Fig. 1: run 1, selected gate families
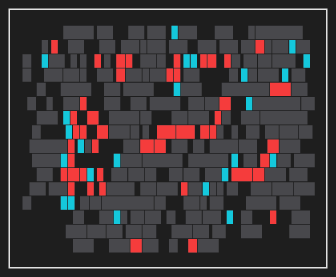
Fig. 2: run 1, power grid
Pins as bars on the die edge.
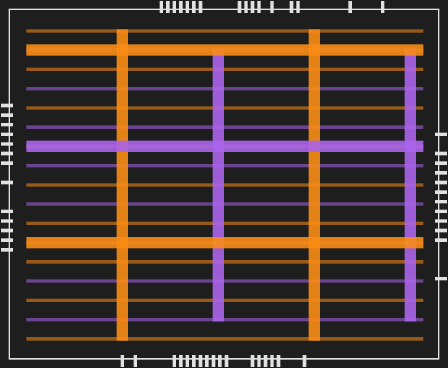
Fig. 3: run 1, pin placement
Pins as bars across the die edge, other pins in gray.
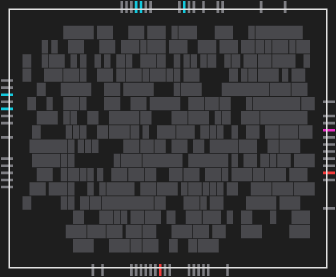
Fig. 4: run 1, clock routing
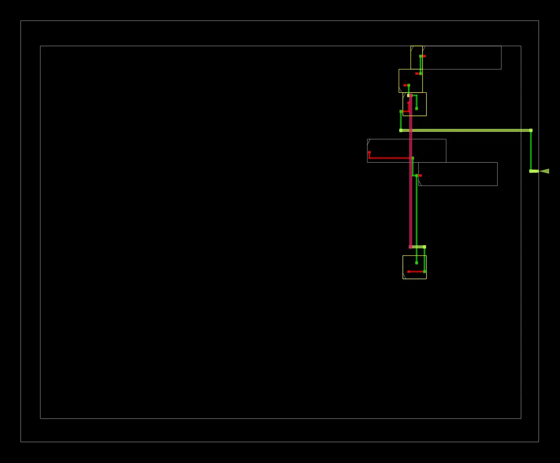
File: src/rtl/hazard_unit_mc.sv
// Hazard/stall controller for the 5-stage MIPS pipeline.
// Load-use, branch-compare and HI/LO hazards, forwarding, mult/div busy count.
module hazard_unit_mc #(
  parameter int WIDTH_5    = 5,
  parameter int MD_LATENCY = 4,
  parameter int CNT_W      = 3
) (
  input  logic               clk,
  input  logic               rst_n,
  input  logic [WIDTH_5-1:0] RS_D,
  input  logic [WIDTH_5-1:0] RT_D,
  input  logic [WIDTH_5-1:0] RS_E,
  input  logic [WIDTH_5-1:0] RT_E,
  input  logic [WIDTH_5-1:0] WRITE_REG_E,
  input  logic [WIDTH_5-1:0] WRITE_REG_M,
  input  logic [WIDTH_5-1:0] WRITE_REG_W,
  input  logic               REG_WRITE_E,
  input  logic               REG_WRITE_M,
  input  logic               REG_WRITE_W,
  input  logic               MEM_TO_REG_E,
  input  logic               MEM_TO_REG_M,
  input  logic               BRANCH_D,
  input  logic               PC_SRC_D,
  input  logic               MD_D,
  input  logic               MFHILO_D,
  input  logic               MD_START_E,
  output logic               STALL_F,
  output logic               EN_D,
  output logic               CLR_D,
  output logic               FLUSH_E,
  output logic               FWD_A_D,
  output logic               FWD_B_D,
  output logic [1:0]         FWD_A_E,
  output logic [1:0]         FWD_B_E,
  output logic               MD_BUSY
);

  logic [CNT_W-1:0] cnt_q, cnt_d;
  logic             lw_stall, br_stall, md_stall, stall;

  function automatic logic match(
    input logic [WIDTH_5-1:0] x,
    input logic [WIDTH_5-1:0] r,
    input logic               we
  );
    return we && (r != '0) && (r == x);
  endfunction

  function automatic logic [1:0] fwd_e(
    input logic [WIDTH_5-1:0] src
  );
    if (match(src, WRITE_REG_M, REG_WRITE_M))
      return 2'b10;
    else if (match(src, WRITE_REG_W, REG_WRITE_W))
      return 2'b01;
    else
      return 2'b00;
  endfunction

  assign MD_BUSY = (cnt_q != '0);

  always_comb begin
    cnt_d = cnt_q;
    if (MD_START_E)
      cnt_d = CNT_W'(MD_LATENCY);
    else if (cnt_q != '0)
      cnt_d = cnt_q - CNT_W'(1);
  end

  always_ff @(posedge clk or negedge rst_n) begin
    if (!rst_n) cnt_q <= '0;
    else        cnt_q <= cnt_d;
  end

  always_comb begin
    lw_stall = MEM_TO_REG_E &
      (match(RS_D, WRITE_REG_E, REG_WRITE_E) |
       match(RT_D, WRITE_REG_E, REG_WRITE_E));
    br_stall = BRANCH_D &
      (match(RS_D, WRITE_REG_E, REG_WRITE_E) |
       match(RT_D, WRITE_REG_E, REG_WRITE_E) |
       (MEM_TO_REG_M &
        (match(RS_D, WRITE_REG_M, REG_WRITE_M) |
         match(RT_D, WRITE_REG_M, REG_WRITE_M))));
    md_stall = (MFHILO_D | MD_D) & (MD_BUSY | MD_START_E);
    stall    = lw_stall | br_stall | md_stall;
  end

  // IF/ID gives EN priority over CLR, so any flush must drop EN.
  always_comb begin
    STALL_F = 1'b0;
    EN_D    = 1'b1;
    CLR_D   = 1'b0;
    FLUSH_E = 1'b0;
    FWD_A_D = 1'b0;
    FWD_B_D = 1'b0;
    FWD_A_E = 2'b00;
    FWD_B_E = 2'b00;
    if (rst_n) begin
      if (stall) begin
        STALL_F = 1'b1;
        EN_D    = 1'b0;
        FLUSH_E = 1'b1;
      end else if (PC_SRC_D) begin
        EN_D    = 1'b0;
        CLR_D   = 1'b1;
      end
      FWD_A_D = match(RS_D, WRITE_REG_M, REG_WRITE_M);
      FWD_B_D = match(RT_D, WRITE_REG_M, REG_WRITE_M);
      FWD_A_E = fwd_e(RS_E);
      FWD_B_E = fwd_e(RT_E);
    end
  end

endmodule

File: config.mk
export PLATFORM = sky130hd
export DESIGN_NAME = hazard_unit_mc
export DESIGN_NICKNAME = d
export VERILOG_FILES = /design/src/rtl/hazard_unit_mc.sv
export SDC_FILE = /design/constraint.sdc
export NUM_CORES = 1
export LEC_CHECK = 0
export ABC_AREA = 1
export CAP_MARGIN = 15
export CORE_ASPECT_RATIO = 0.8
export CORE_MARGIN = 2
export CORE_UTILIZATION = 37
export DETAILED_ROUTE_END_ITERATION = 6
export GPL_ROUTABILITY_DRIVEN = 0
export GPL_TIMING_DRIVEN = 0
export HOLD_SLACK_MARGIN = 0.08
export PLACE_DENSITY_LB_ADDON = 0.2
export SLEW_MARGIN = 20
export SYNTH_ARGS = -nofsm -noshare
export SYNTH_HDL_FRONTEND = slang
export SYNTH_SLANG_ARGS = --single-unit
File: constraint.sdc
create_clock -name clk -period 1.52 [get_ports clk]
set_input_delay 0.228 -clock clk [delete_from_list [all_inputs] [get_ports clk]]
set_output_delay 0.228 -clock clk [all_outputs]
set_load 0.03 [all_outputs]
==> flow_summary_export.csv, run 1 <==
group,metric,value,unit
timing,timing.final.ws_setup,-0.2857,ns
timing,drv_slew,0,
critical_path,r2r_slack,0.30,ns
critical_path,endpoint_kind,"output port",
placement,dpl.hpwl,2405,um
yosys,edf_count,0,
timing,setup_viol,8,
run_status,failed_checks,"negative setup slack",
job,openroad.warnings,30,
yosys,synth_cells,151,
detailed_routing,vias_per_cell,4.609,
critical_path,crit_buf_inv,5,
layout,largest-register,"cnt_q",
critical_path,path_common_cell,"inv_2",
run_status,status,"finished with violations",
timing,rsz0062_at_grt,"true",
timing,fmax,553.8,MHz
yosys,yosys_area,944.7,um^2
detailed_routing,routed_wl,3036,um
yosys,synth.area.top_cells,"xor2_1 (19%), nand2_1 (12%), dfrtp_1 (7.9%)",
critical_path,startpoint,"cnt_q[1]$_DFFE_PN0P_",
Notes on Fig. 1 above:
Key: red = nand cells [cells 45, most used nand2_1]; cyan = inv cells [cells 24]
Non-Filler Instances: 256
Comb/total area: 49.82%
Commonest Layout Cell: nand2_1

Notes on Fig. 2 above:
Key: orange = VSS; purple = VDD
The core has 16 rows. 3 straps on met5. 4 straps on met4. 58 signal pins sit on the boundary. 17 met1 rails follow the rows.
Core Region: 0.002442 mm^2
Die Y-Extent: 49.20 um
Peak VDD IR: 0.0002587 V
Die Wd: 60.49 um

Notes on Fig. 3 above:
Key: cyan = RT_D [pins 5, direction input, edge 3 north, 2 west]; magenta = FWD_B_D [pins 1, direction output, edge east]; red = FWD_B_E [pins 2, direction output, edge 1 south, 1 east]
All pins by edge: 17 south, 16 north, 13 west, 12 east.
I/O Buffers: 53

Notes on Fig. 4 above:
CTS Buf Count: 3
Max Clock Skew: 0.005410 ns
CTS Sinks: 3
Clock group: 0.141 mW
flop count: 3

-- run 1: logic make-up (layout without fill, tap and decap cells) --
family          Yosys count  after routing  synth area share, %
simple gates             76             76                39.87
buf+inv                  29             98                15.10
xor+xnor                 28             28                25.96
compound gates           13             13                8.476
flops                     3              3                7.947
fa+ha+maj                 2              2                2.649
-- run 1: worst max-delay path by stage --
stage	slack, ns	depth (start not counted)	to
6_report	-0.29	11	STALL_F
5_1_grt	-0.38	11	STALL_F
4_1_cts	-0.28	11	STALL_F
3_5_place_dp	-1.16	12	STALL_F
3_3_place_gp	-1.13	12	STALL_F
2_1_floorplan	-0.1	11	STALL_F
-- run 1: routing by layer --
| metal | GRT usage [%] | part of all wire [%] | up-vias |
|---|---|---|---|
| met2 | 38.04 | 55 | 37 |
| li1 | - | - | 603 |
| met4 | 5.435 | 0.56 | 0 |
| met3 | 2.918 | 5.0 | 2 |
| met1 | 23.14 | 40 | 538 |
| met5 | 0 | 0 | - |
-- run 1: synthesized netlist by cell type (2+ instances only) --
cell and count:
inv_1 19, ha_1 2, xor2_1 20, or2_0 2, a211oi_1 2, nand2_1 30
o22ai_1 2, dfrtp_1 3, buf_6 4, clkinv_1 2, nand3_1 7, a21oi_1 3
o21ai_0 4, nor2_1 20, nand3_2 2, nand2_2 2, nand4_1 3, inv_2 3
nor2_2 2, nor2_4 3, nor4_2 2, xnor2_1 8
-- run 1: worst reg2reg max path, stage by stage, from the launching register on --
cell and delay, ns:
dfrtp_1 0.39, inv_2 0.08, ha_4 0.13, nand2_4 0.05, buf_4 0.13, buf_4 0.13
a211oi_1 0.21
-- run 1: stage by stage --
step / setup WS, ns / setup TNS [ns] / util [%] / std cells / hold WS (ns)
after global placement: -1.132 / -9.473 / 65.47 / 240 / 0.4949
after floorplan: -0.09908 / -0.1706 / - / 151 / -0.06759
final: -0.2857 / -1.192 / 71.98 / 256 / 0.5307
after CTS: -0.2785 / -1.245 / 70.03 / 252 / 0.5226
after detailed placement: -1.164 / -9.668 / 65.47 / 240 / 0.5022
after global routing: -0.3812 / -1.873 / 71.98 / 256 / 0.5281
-- run 1: repair_timing --
item                                   in CTS  in global routing
hold buffers                                1                  0
pin swaps                                  23                 20
buffers inserted                            7                  4
endpoints found under the hold margin       3                  0
resized                                   150                 27
setup endpoints to repair                  11                 10
-- run 1: area by class of cell --
type                            count  area (um^2)
Buffer                              5        68.82
Tap cell                           36        45.04
Fill cell                         209        684.4
Sequential cell                     3        75.07
Timing Repair Buffer               65        576.8
Multi-Input combinational cell    119        875.8
Clock buffer                        4        26.28
Inverter                           24        90.09
-- run 1: power by group --
part	switching [mW]	internal, mW
Sequential	0.0206	0.114
Combinational	0.388	0.396
Clock	0.0429	0.0985
Total	0.452	0.608
Fig. 5: run 1, met1 routing
Supply wires on this layer in gray.
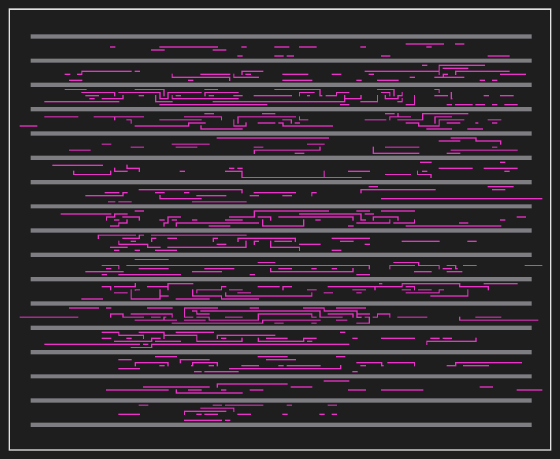

==> run 1 -> run 2 <==
--- a/config.mk
+++ b/config.mk
@@ -12,9 +12,10 @@
 export CORE_UTILIZATION = 37
 export DETAILED_ROUTE_END_ITERATION = 6
 export GPL_ROUTABILITY_DRIVEN = 0
-export GPL_TIMING_DRIVEN = 0
 export HOLD_SLACK_MARGIN = 0.08
 export PLACE_DENSITY_LB_ADDON = 0.2
+export RECOVER_POWER = 100
+export SETUP_SLACK_MARGIN = 0.05
 export SLEW_MARGIN = 20
 export SYNTH_ARGS = -nofsm -noshare
 export SYNTH_HDL_FRONTEND = slang
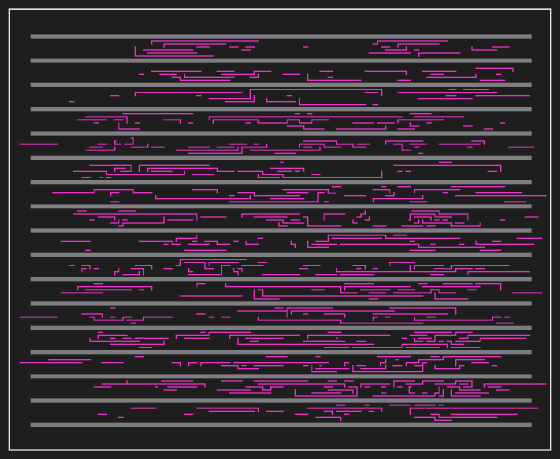
Fig. 6. Met1 routing (run 2).
Supply wires on this layer in gray.
The layer carries 1530 um of wire. The longest straight run is 21.6 um. The wires run mostly horizontal. 253 nets have wire on it.
Detailed Route WL: 4227 um
Vias: 1373
met1 global-route usage: 26.34%

==> flow_summary_export.csv, run 2 <==
group,metric,value,unit
timing,rsz0062_at_grt,"true",
job,cap_violations,0,
detailed_routing,first_pass_iters,5,
yosys,synth_cells,151,
detailed_routing,vias_per_cell,4.904,
yosys,xor_share,25.96,%
die,coreArea,0.002442,mm^2
die,initial_utilization,38.68,%
yosys,seq_area_frac_synth,7.947,%
cts,cts_buffers,3,
placement,place_ws,-0.8274,ns
yosys,ys_sh_adder,2.649,%
layout,lay_top_count,"buf_4",
pwr,power_leakage,0.9875,nW
timing,setup_viol,9,
placement,io_buffers,57,
critical_path,endpoint_kind,"output port",
critical_path,startpoint,"cnt_q[1]$_DFFE_PN0P_",
job,openroad.warnings,30,
cts,cts.clk_slew.worst_paths,0.04,ns
timing,fin_setup_tns,-1.569,ns
global_route,grt_pass1_wl,5368,um
timing,drv_slew,0,
layout,fill_cells,154,
timing,worst_clock_skew,0.006256,ns
critical_path,path_class,"register to output port",
yosys,mux_share,0,%
pwr,peakVddDrop,0.0003650,V
yosys,synth.area.top_cells,"xor2_1 (19%), nand2_1 (12%), dfrtp_1 (7.9%)",
run_status,status,"finished with violations",
yosys,common_cells,"nand2_1 (30), nor2_1 (20), xor2_1 (20)",
yosys,yosys_area,944.7,um^2
yosys,simple_gate_area_share,39.87,%
yosys,synthAoiAreaFrac,8.477,%
critical_path,r2r_slack,0.11,ns
placement,dpl.hpwl,2650,um
die,die_h,49.20,um
timing,timing.final.ws_setup,-0.3339,ns
yosys,most_common_cell,"nand2_1",
yosys,top_logic_kind,"simple AND/OR/NAND/NOR gates",
run_status,failed_checks,"negative setup slack",
critical_path,r2r_start,"cnt_q[1]$_DFFE_PN0P_",
die,die_width,60.49,um
-- run 2: critical path, stage by stage, from the launching register on --
cell and delay [ns]:
dfrtp_1 0.41, inv_2 0.10, ha_4 0.14, nand2_4 0.05
nor2_4 0.09, inv_2 0.05, o21ai_2 0.06, nand2_2 0.09
inv_4 0.09, nand2_2 0.07, nor2_4 0.09, buf_6 0.14
-- run 2: per-stage QoR --
stage	cells	hold WS [ns]	total power, mW	utilization, %
3_5_place_dp	264	0.5776	0.8498	71.52
6_report	280	0.6629	1.219	83.30
2_1_floorplan	151	-0.06759	0.5244	-
5_1_grt	280	0.6834	1.289	83.30
4_1_cts	273	0.3417	1.069	78.33
3_3_place_gp	264	0.5477	0.8135	71.52
-- run 2: repair_timing --
action,CTS,global route
pin swaps,27,31
endpoints found under the hold margin,0,3
buffers inserted,6,7
setup endpoints to repair,11,10
resized,142,51
hold buffers,0,1
-- run 2: layer usage --
metal,track usage (%),up-vias,wire (um)
li1,-,653,-
met1,26.34,616,1525
met2,46.74,83,2278
met3,2.122,21,269
met4,9.420,0,153
met5,0,-,0
-- run 2: area by class of cell --
cell class	count	area, um^2	area share [%]
Multi-Input combinational cell	119	950.9	46.74
Clock buffer	4	26.28	1.292
Inverter	24	92.59	4.551
Sequential cell	3	75.07	3.690
Tap cell	36	45.04	2.214
Timing Repair Buffer	94	844.6	41.51
-- run 2: worst max-delay path by stage --
| stage | endpoint | slack [ns] |
|---|---|---|
| after global placement | FWD_A_E[0] | -0.77 |
| after CTS | CLR_D | -0.28 |
| final | CLR_D | -0.33 |
| after detailed placement | FWD_B_E[0] | -0.83 |
| after floorplan | STALL_F | -0.1 |
| after global routing | CLR_D | -0.39 |
-- run 2: where the power goes --
| group | switching (mW) | internal, mW |
|---|---|---|
| clock | 0.0518 | 0.0991 |
| combinational | 0.458 | 0.465 |
| sequential | 0.0314 | 0.114 |
-- run 2: cell families (layout without fill, tap and decap cells) --
| kind of cell | after synthesis | in the layout |
|---|---|---|
| simple gates | 76 | 76 |
| fa+ha+maj | 2 | 2 |
| buf+inv | 29 | 122 |
| compound gates | 13 | 13 |
| xor+xnor | 28 | 28 |
| flops | 3 | 3 |
No activity file was given, so power comes from the tool's default toggle rates.
